### Cell outlines without signal wires

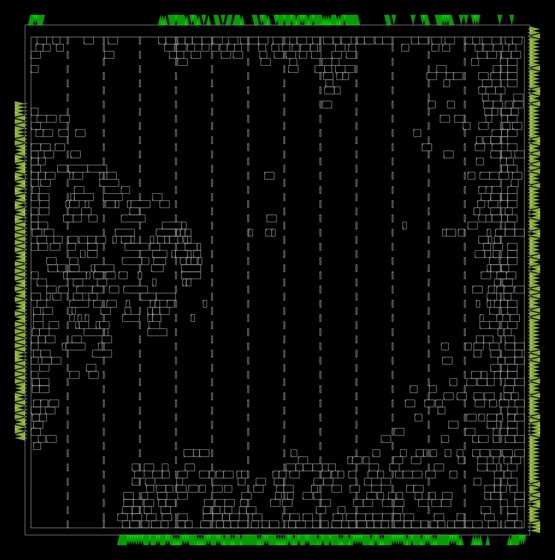
### Routed metal, one colour a layer

Bar = 50 um.
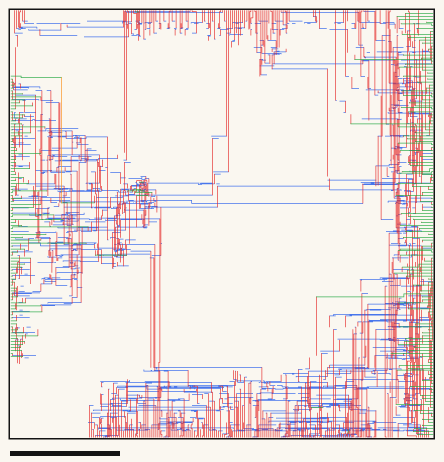
### config.mk
export PLATFORM = sky130hd
export DESIGN_NAME = icache_data_ctrl
export DESIGN_NICKNAME = d
export VERILOG_FILES = /design/src/rtl/icache_data_ctrl.sv
export SDC_FILE = /design/constraint.sdc
export NUM_CORES = 1
export LEC_CHECK = 0
export CAP_MARGIN = 20
export CORE_AREA = 2 2 191 193
export DETAILED_ROUTE_END_ITERATION = 7
export DIE_AREA = 0 0 193 195
export GPL_TIMING_DRIVEN = 0
export PLACE_DENSITY = 0.44
export SYNTH_ARGS = -nofsm -noshare
export SYNTH_HDL_FRONTEND = slang
export SYNTH_SLANG_ARGS = --single-unit
### constraint.sdc
create_clock -name clk -period 8.7 [get_ports clk]
set_input_delay 2.175 -clock clk [delete_from_list [all_inputs] [get_ports clk]]
set_output_delay 2.175 -clock clk [all_outputs]
set_load 0.005 [all_outputs]
### src/rtl/icache_data_ctrl.sv
// Arbitrates the single-port I-cache data SRAM between fetch line reads and refill
// half-line writes, tracking the one partially filled line so it cannot be read early.
module icache_data_ctrl #(
    parameter int INDEX_W         = 6,
    parameter int LINE_W          = 128,
    parameter int FILL_STREAK_MAX = 4
) (
    input  logic                  clk,
    input  logic                  rst_aL,
    input  logic                  rd_req_valid,
    output logic                  rd_req_ready,
    input  logic [INDEX_W-1:0]    rd_req_index,
    output logic                  rd_resp_valid,
    input  logic                  rd_resp_ready,
    output logic [LINE_W-1:0]     rd_resp_data,
    input  logic                  fill_valid,
    output logic                  fill_ready,
    input  logic [INDEX_W-1:0]    fill_index,
    input  logic                  fill_half,
    input  logic [LINE_W/2-1:0]   fill_data,
    output logic                  fill_done,
    output logic [INDEX_W-1:0]    fill_done_index,
    output logic                  sram_csb0,
    output logic                  sram_web0,
    output logic [1:0]            sram_wmask0,
    output logic [INDEX_W-1:0]    sram_addr0,
    output logic [LINE_W-1:0]     sram_din0,
    input  logic [LINE_W-1:0]     sram_dout0
);
    localparam logic [3:0] STREAK_LIMIT = 4'(FILL_STREAK_MAX);

    function automatic logic [3:0] streak_sat_inc(input logic [3:0] s);
        return (s >= STREAK_LIMIT) ? STREAK_LIMIT : s + 4'd1;
    endfunction

    logic [1:0]         fmask;
    logic [INDEX_W-1:0] line_idx;
    logic [3:0]         streak;

    logic               hazard;
    logic               rd_ok;
    logic               fill_gnt;
    logic               rd_gnt;
    logic [1:0]         half_bit;
    logic [1:0]         fmask_merged;

    assign half_bit     = fill_half ? 2'b10 : 2'b01;
    assign fmask_merged = fmask | half_bit;

    // A read may only issue once the previous response is gone, so dout stays stable while valid.
    assign hazard   = (fmask != 2'b00) && (rd_req_index == line_idx);
    assign rd_ok    = rd_req_valid && !hazard && (!rd_resp_valid || rd_resp_ready);
    assign fill_gnt = rst_aL && fill_valid && !(rd_ok && (streak == STREAK_LIMIT));
    assign rd_gnt   = rst_aL && rd_ok && !fill_gnt;

    assign fill_ready   = fill_gnt;
    assign rd_req_ready = rd_gnt;
    assign rd_resp_data = sram_dout0;

    always_comb begin
        sram_csb0   = 1'b1;
        sram_web0   = 1'b1;
        sram_wmask0 = 2'b00;
        sram_addr0  = '0;
        sram_din0   = '0;
        if (rd_gnt) begin
            sram_csb0  = 1'b0;
            sram_addr0 = rd_req_index;
        end else if (fill_gnt) begin
            sram_csb0   = 1'b0;
            sram_web0   = 1'b0;
            sram_wmask0 = half_bit;
            sram_addr0  = (fmask == 2'b00) ? fill_index : line_idx;
            sram_din0   = {fill_data, fill_data};
        end
    end

    always_ff @(posedge clk) begin
        if (!rst_aL) begin
            fmask           <= 2'b00;
            line_idx        <= '0;
            streak          <= 4'd0;
            rd_resp_valid   <= 1'b0;
            fill_done       <= 1'b0;
            fill_done_index <= '0;
        end else begin
            fill_done <= 1'b0;
            if (fill_gnt) begin
                if (fmask == 2'b00)
                    line_idx <= fill_index;
                // Completion needs an earlier beat, so line_idx already names the line here.
                if (fmask_merged == 2'b11) begin
                    fmask           <= 2'b00;
                    fill_done       <= 1'b1;
                    fill_done_index <= line_idx;
                end else begin
                    fmask <= fmask_merged;
                end
            end

            if (rd_gnt || !rd_req_valid)
                streak <= 4'd0;
            else if (fill_gnt && rd_ok)
                streak <= streak_sat_inc(streak);

            if (rd_gnt)
                rd_resp_valid <= 1'b1;
            else if (rd_resp_ready)
                rd_resp_valid <= 1'b0;
        end
    end
endmodule

==> run notes <==
run results: max-slew violation count=0, clock skew=6.44 ps, final setup fails=0, Reg clk slew, reported paths=50 ps, Area leader share=48.0%, die height=195 um, status=complete, no violations, Synth Seq Share=13.3%, H-tree Lvls=1, I/O pins=486, Die X=193 um, sw power=114 uW, Post-CTS Resized=0, Clk pwr share=20.2%, chip area in the Yosys report=3020 um2, clock-net power=92.9 uW, met3 wire length=1770 um, Vias per Instance=3.05, cell count after placement=1209, dominant logic cell types in the final layout=clkdlybuf4s50_1, buf_4, and3_1, total iterations of the first detailed-routing run=4, Iteration-0 DRC Markers=56, multi-input logic area=1060 um2, relative slew slack=52.4%, Area after DPL=7170 um2, synthesized area=3020 um2, Logic pwr share=58.4%, comb pwr=269 uW, CP peak stage delay=640 ps, Tool Warnings=27, Synth async-reset ratio=0%, Largest delay share family, worst path=buffers and inverters, highest-count logic cell in the final layout=clkdlybuf4s50_1, Pwr top=combinational logic, hold bufs inserted after CTS=0, Sw Ratio=24.6%, Synth Warn #=0
Back to the opening pictures, 'Cell outlines without signal wires':
flop count: 20
core area: 35400 um2
Util after Layout: 20.5%
Seq area share: 5.53%
# Taps: 461

Back to the opening pictures, 'Routed metal, one colour a layer':
[green] met3 | wire length: 1770 um
[orange] met4 | wire length: 57.1 um
[red] met2 | wire length: 8910 um
[blue] met1 | wire length: 6130 um
wire per inst: 13.9 um
final wirelength: 16900 um

flip-flops by register name, indices dropped and copies added (netlist names):
register         cells
fill_done            1
fill_done_index      6
fmask                2
line_idx             6
rd_resp_valid        1
streak               4
final cells by class:
class / count / area share, %
timing repair buffer: 357 / 49.3
tap: 461 / 7.96
buffer: 208 / 20.9
sequential: 20 / 5.53
multi-input combinational: 151 / 14.6
inverter: 12 / 0.622
clock buffer: 3 / 1.04
path summary, 6_finish.rpt:
path                                         start            endpoint  slack (ps)  cells past startpoint
worst max register to register         line_idx[0]         line_idx[4]        6390                      6
worst min register to register  fill_done_index[5]  fill_done_index[5]         460                      2
worst max-delay path                        rst_aL      sram_din0[106]        1240                      8
worst min-delay path            fill_done_index[5]  fill_done_index[5]         460                      2
No activity file was given, so power comes from the tool's default toggle rates.
